$ cat src/rtl/dmem_pkg.sv
// Shared types and constants for the wait-stated data-memory controller.
package dmem_pkg;

  localparam int unsigned WordW = 32;
  localparam int unsigned CntW  = 4;

  typedef enum logic [1:0] {
    StIdle = 2'd0,
    StBusy = 2'd1,
    StDone = 2'd2
  } state_e;

  // Wait-state count is preloaded with LAT-1 because the accepting IDLE cycle is the first stall.
  function automatic logic [CntW-1:0] lat_to_cnt(input int unsigned lat);
    return CntW'(lat - 1);
  endfunction

endpackage

$ cat src/rtl/dmem_ram.sv
// Single-port word RAM with write enable and a registered, enable-gated read port.
module dmem_ram
  import dmem_pkg::*;
#(
  parameter int unsigned AW = 6
) (
  input  logic             clk_i,
  input  logic             we_i,
  input  logic             re_i,
  input  logic [AW-1:0]    addr_i,
  input  logic [WordW-1:0] wdata_i,
  output logic [WordW-1:0] rdata_o
);

  logic [WordW-1:0] mem_q [2**AW];
  logic [WordW-1:0] rdata_q;

  // Read register samples the array before the write lands, so a same-edge read sees old data.
  always_ff @(posedge clk_i) begin
    if (we_i) begin
      mem_q[addr_i] <= wdata_i;
    end
    if (re_i) begin
      rdata_q <= mem_q[addr_i];
    end
  end

  assign rdata_o = rdata_q;

endmodule

$ cat src/rtl/dmem_waitstate_ctrl.sv
// Data-port memory controller: stalls the core for programmable wait states, then
// performs the load or store on an internal word RAM.
module dmem_waitstate_ctrl
  import dmem_pkg::*;
#(
  parameter int unsigned AW        = 6,
  parameter int unsigned READ_LAT  = 2,
  parameter int unsigned WRITE_LAT = 1
) (
  input  logic             clk,
  input  logic             reset,
  input  logic             memread,
  input  logic             memwrite,
  input  logic [31:0]      addr,
  input  logic [WordW-1:0] data_w,
  output logic [WordW-1:0] data_r,
  output logic             bus_wait,
  output logic             misalign
);

  state_e           state_q, state_d;
  logic [CntW-1:0]  cnt_q, cnt_d;
  logic [AW-1:0]    idx_q, idx_d;
  logic [WordW-1:0] wdata_q, wdata_d;
  logic             is_store_q, is_store_d;
  logic             aligned_q, aligned_d;
  logic             misalign_q, misalign_d;
  logic [WordW-1:0] data_r_q, data_r_d;
  logic             load_hit_q, load_hit_d;
  logic             go_done;
  logic             ram_we, ram_re;
  logic [WordW-1:0] ram_rdata;
  logic             unused_addr;

  assign unused_addr = ^addr[31:AW+2];

  always_comb begin
    state_d    = state_q;
    cnt_d      = cnt_q;
    idx_d      = idx_q;
    wdata_d    = wdata_q;
    is_store_d = is_store_q;
    aligned_d  = aligned_q;
    misalign_d = misalign_q;
    data_r_d   = data_r_q;
    load_hit_d = 1'b0;
    go_done    = 1'b0;
    bus_wait   = 1'b0;

    unique case (state_q)
      StIdle: begin
        if (memread || memwrite) begin
          bus_wait   = 1'b1;
          idx_d      = addr[AW+1:2];
          wdata_d    = data_w;
          is_store_d = memwrite;
          aligned_d  = (addr[1:0] == 2'b00);
          if (addr[1:0] != 2'b00) begin
            misalign_d = 1'b1;
          end
          cnt_d = memwrite ? lat_to_cnt(WRITE_LAT) : lat_to_cnt(READ_LAT);
          if (cnt_d == '0) begin
            go_done = 1'b1;
            state_d = StDone;
          end else begin
            state_d = StBusy;
          end
        end
      end
      StBusy: begin
        bus_wait = 1'b1;
        cnt_d    = cnt_q - 1'b1;
        if (cnt_d == '0) begin
          go_done = 1'b1;
          state_d = StDone;
        end
      end
      StDone: begin
        state_d = StIdle;
        if (load_hit_q) begin
          data_r_d = ram_rdata;
        end
      end
      default: begin
        state_d = StIdle;
      end
    endcase

    // Loads complete on the edge entering DONE; a misaligned load reports zero.
    if (go_done && !is_store_d) begin
      if (aligned_d) begin
        load_hit_d = 1'b1;
      end else begin
        data_r_d = '0;
      end
    end

    if (reset) begin
      bus_wait = 1'b0;
    end
  end

  // RAM uses next-state request fields so a one-cycle access still hits the right word.
  assign ram_we = go_done && is_store_d && aligned_d && !reset;
  assign ram_re = go_done && !is_store_d && aligned_d && !reset;

  always_ff @(posedge clk) begin
    if (reset) begin
      state_q    <= StIdle;
      cnt_q      <= '0;
      misalign_q <= 1'b0;
      data_r_q   <= '0;
      load_hit_q <= 1'b0;
    end else begin
      state_q    <= state_d;
      cnt_q      <= cnt_d;
      misalign_q <= misalign_d;
      data_r_q   <= data_r_d;
      load_hit_q <= load_hit_d;
    end
  end

  always_ff @(posedge clk) begin
    idx_q      <= idx_d;
    wdata_q    <= wdata_d;
    is_store_q <= is_store_d;
    aligned_q  <= aligned_d;
  end

  dmem_ram #(
    .AW(AW)
  ) u_ram (
    .clk_i   (clk),
    .we_i    (ram_we),
    .re_i    (ram_re),
    .addr_i  (idx_d),
    .wdata_i (wdata_d),
    .rdata_o (ram_rdata)
  );

  // While the loaded word sits in the RAM read register, present it directly.
  assign data_r   = load_hit_q ? ram_rdata : data_r_q;
  assign misalign = misalign_q;

endmodule

$ cat config.mk
export PLATFORM = sky130hd
export DESIGN_NAME = dmem_waitstate_ctrl
export DESIGN_NICKNAME = d
export VERILOG_FILES = /design/src/rtl/dmem_pkg.sv /design/src/rtl/dmem_ram.sv /design/src/rtl/dmem_waitstate_ctrl.sv
export SDC_FILE = /design/constraint.sdc
export NUM_CORES = 2
export LEC_CHECK = 0
export CORE_MARGIN = 5
export CORE_UTILIZATION = 50
export CTS_BUF_LIST = sky130_fd_sc_hd__clkbuf_16
export DETAILED_ROUTE_END_ITERATION = 8
export GPL_TIMING_DRIVEN = 0
export PLACE_DENSITY = 0.64
export SYNTH_ARGS = -nofsm -noshare
export SYNTH_HDL_FRONTEND = slang
export SYNTH_SLANG_ARGS = --single-unit
$ cat constraint.sdc
create_clock -name clk -period 14.85 [get_ports clk]
set_input_delay 2.2275 -clock clk [delete_from_list [all_inputs] [get_ports clk]]
set_output_delay 2.2275 -clock clk [all_outputs]
set_load 0.02 [all_outputs]
### Power grid

Pins as bars on the die edge.
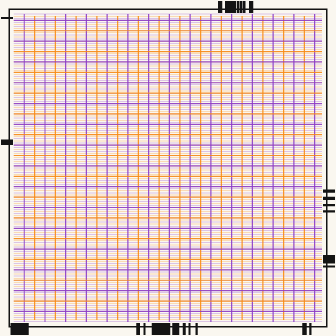
| colour | net |
|---|---|
| purple | VSS |
| orange | VDD |
met5 straps: 29
rows: 148
maximum VDD drop: 0.1319 mV
die height: 413.4 microns

### Placed cells, one colour a class

The bar under the picture is 100 microns long.
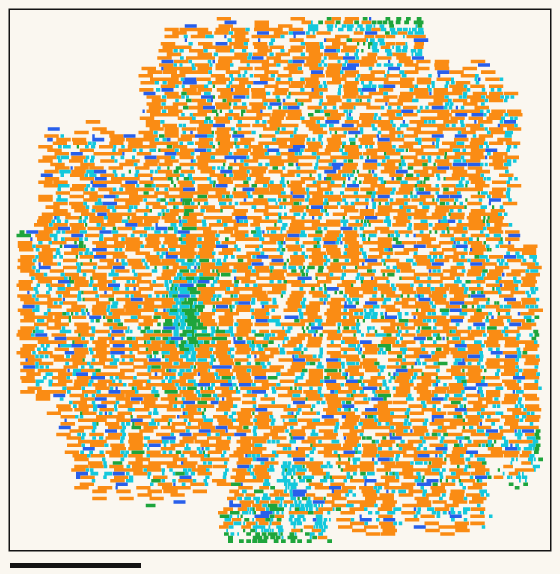
| colour | class | cells |
|---|---|---|
| blue | clock drivers and dummy loads | 389 |
| orange | flip-flops | 2160 |
| green | other buffers and delay cells | 604 |
| cyan | all other logic | 2140 |
Non-Filler Cell Area, Final: 94610 sq um
standard-cell rows: 148
area of the core region: 162200 sq um
final core utilization: 58.33%

### Clock distribution

The bar under the picture is 100 microns long.
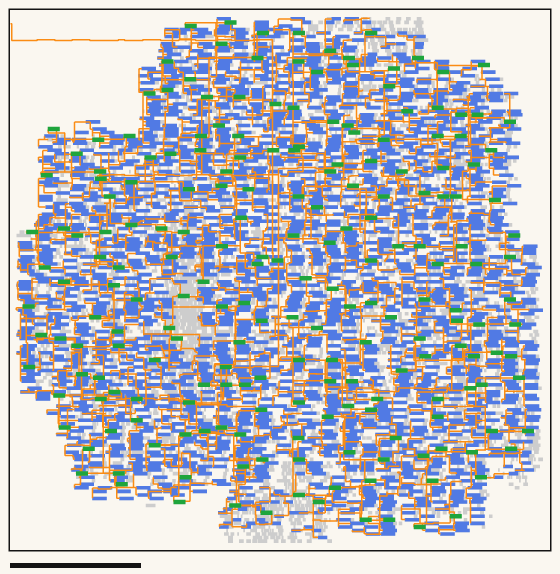
[blue] flip-flops | count: 2160
[green] cells driving clock nets | count: 209
[orange] clock wires | length: 22.8 mm
routed clock nets: 210
flops lie: spread over the die
Latency at later pin: 0.84 ns
worst clock skew: 0.04035 ns
Power Clock: 5.17 mW
share of total power in the clock network: 38.3%

==> impl_metrics.py <==
# Synthesis and PnR figures
metrics = {
    "cells_and_area": {
        "multiInputCombCellCount": 2131,
        "non_clock_buffer_count": 604,
        "area_growth_syn_to_layout_pct": 16.28,
        "layout.non_clock_inverters": 9,
        "nonClkBufAreaFrac_pct": 5.142,
        "n_fill_cell": 12110,
        "area.sequential_sq_um": 64060,
        "clockNetworkAreaShare_pct": 7.062,
        "logic_area_sq_um": 16230,
        "post_route_cells_drive_above_1_share_pct": 15.27,
        "final_cell_count_no_fill": 7476,
        "largestClassByArea": "sequential cells",
    },
    "final_timing": {
        "timing.final.setup_violations": 0,
        "timing.fmax_ghz": 0.1301,
        "grt_setup_unrepaired": "false",
        "layout_worst_path_cycle_share_pct": 51.78,
        "timing.setup.tns_ns": 0,
        "final_max_slew_viol_count": 2,
        "final.hold.worst_slack_ns": 0.4602,
        "hold_violations_final": 0,
        "worst_pin_slew_ns": 1.513,
    },
    "floorplan": {
        "die.size.x_microns": 413.4,
        "chipArea_sq_um": 170900,
        "io_pins": 102,
        "tapcell.inserted": 2175,
        "floorplan.core_util_pct": 50.16,
    },
    "status": {
        "violations_in_the_final_reports": "max-capacitance violations, max-slew violations",
        "run_status": "finished with violations",
    },
    "placed_design": {
        "number_of_placed_instances_with_taps_included": 7076,
        "dpl.hpwl_microns": 169000,
        "gp_congestion": 0.9204,
        "placed_area_sq_um": 87890,
        "place.port_buffers": 76,
    },
    "critical_path": {
        "cp-startpoint": "memread",
        "worstPathMaxFanout": 10,
        "critical_path_required_ns": 15.27,
        "buffers_and_inverters_on_the_worst_path": 5,
        "cpMostUsedCell": "sky130_fd_sc_hd__buf_4",
        "worst-r2r-cell-count": 11,
        "path_delay_family": "buffers and inverters",
        "crit_type": "in -> reg",
        "worst-path-stages": 12,
        "cp_slowest_stage_delay_ns": 1.12,
        "regToRegStartpoint": "state_q[1]$_SDFFE_PP0P_",
        "critPathArrivalTime_ns": 8.10,
        "critPathSlowestCell": "sky130_fd_sc_hd__a2111oi_0",
        "worst_r2r_endpoint": "u_ram.rdata_o[19]$_DFFE_PP_",
        "timing.critical_path.from_type": "primary input",
        "timing.critical_path.cells": "clkdlybuf4s50_1, nor2_4, or4_1, buf_4, buf_4, clkbuf_1, buf_2, a21boi_0, a2111oi_0, a31oi_1, nor4_1, nand4_1",
        "worst_setup_path_end_kind": "flop",
    },
    "yosys": {
        "synthMuxAreaShare_pct": 0.8981,
        "synth-cells-yosys": 4648,
        "ys_types": 59,
        "synth_adder_area_share_pct": 0.03076,
        "syn-num-nets": 4718,
        "synth.yosys.warnings": 0,
        "xor_xnor_cell_area_share_of_the_yosys_netlist_pct": 0.01076,
        "yosys_most_used_dff": "sky130_fd_sc_hd__edfxtp_1",
        "post_synth_ao_oa_area_fraction_pct": 16.05,
        "synthCells": 4648,
        "yosysTopAreaCellShare_pct": 76.77,
        "postSynthSeqShare_pct": 78.73,
        "post_synth_most_frequent_cells": "sky130_fd_sc_hd__edfxtp_1 (2080), sky130_fd_sc_hd__a22oi_1 (512), sky130_fd_sc_hd__a21boi_0 (378)",
        "yosys.stat.chipArea_sq_um": 81360,
        "synth_area_leader": "sky130_fd_sc_hd__edfxtp_1",
        "post_synth_instance_area_sq_um": 81360,
        "number_of_flip_flops_and_latches_in_the_synthesized_netlist": 2160,
    },
    "routing": {
        "detailedRoute.firstIterationViolations": 7519,
        "detail_route.drc_violations": 0,
        "post_dr_vias_cell": 6.496,
        "drtPass1Iterations": 6,
    },
    "pwr": {
        "power.static_leakage_nw": 29.46,
        "finalPower_mw": 13.51,
        "power_density_nw_per_um2": 142.8,
    },
    "clock_tree": {
        "cts.reportedPaths.clkPinSlew_ns": 0.06,
        "cts_max_level": 4,
        "post_cts_resized": 0,
        "root_buffer_cell": "sky130_fd_sc_hd__clkbuf_16",
        "cts_stage_hold_buffer_count": 0,
        "clockBufferDepth": 3,
        "cts_tree": "done",
    },
    "global_route": {
        "grt_max_degree": 66,
        "antenna_found_initial": 11,
        "grt_first_pass_wirelength_microns": 347100,
        "first_global_vias": 46650,
    },
    "worst_hold_path": {
        "min_path_type": "reg -> reg",
        "min_delay_path_depth": 2,
        "timing.hold.worst.start": "misalign$_SDFFE_PP0P_",
    },
    "flow_run": {
        "stage_log_warnings": 52,
        "max_cap_violations": 2,
    },
}
### Wiring by layer

Only two layers are drawn.
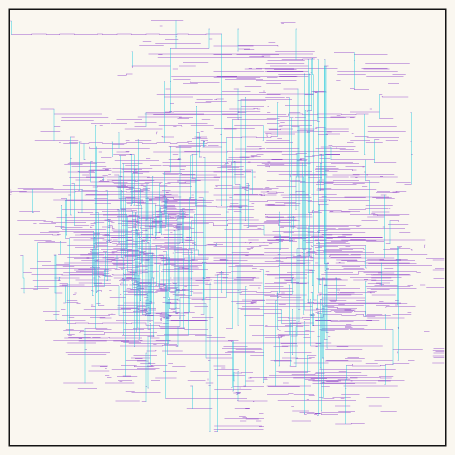
| colour | layer | wire length |
|---|---|---|
| cyan | met4 | 12700 microns |
| purple | met3 | 28.9 mm |
global-route usage over all layers: 28.67%
total number of vias: 48560
final routed wire length divided by cell count: 33.19 microns

### Clock wiring as the flow saved it

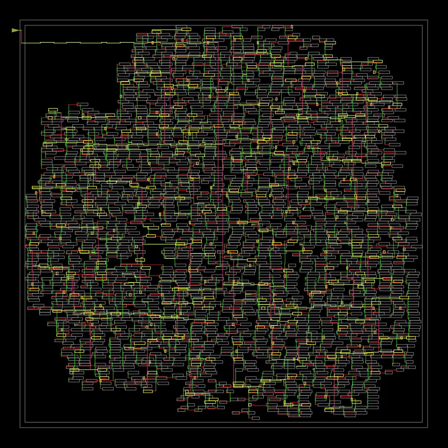
sequential cell count: 2160
total clock buffers created by CTS: 209
Clock Sinks: 2160
clock buffers: 211

-- report_power, final --
group | internal, mW | switching [mW] | total [mW]
sequential | 6.92 | 0.00755 | 6.93
combinational | 0.332 | 1.08 | 1.41
clock | 2.89 | 2.28 | 5.17
total | 10.1 | 3.36 | 13.5
-- sequential cells by signal (all words and copies together) (netlist names), 2 cells and up --
signal         cells
idx_q              6
u_ram.mem_q     2048
cnt_q              4
wdata_q           32
state_q            2
u_ram.rdata_o     32
data_r_q          32
-- kinds of logic after synthesis --
logic type,count (synthesis)
compound gates,1691
buf+inv,357
mux,67
simple gates,370
fa+ha+maj,2
flops,2160
xor+xnor,1
-- routing by layer --
metal	vias to the layer above	wire length, microns	global-route usage [%]
li1	20280	-	-
met1	24730	94810	39.89
met2	3016	111700	43.30
met3	535	28900	6.912
met4	0	12750	12.94
met5	-	0	0
Power and IR drop assume default switching activity.
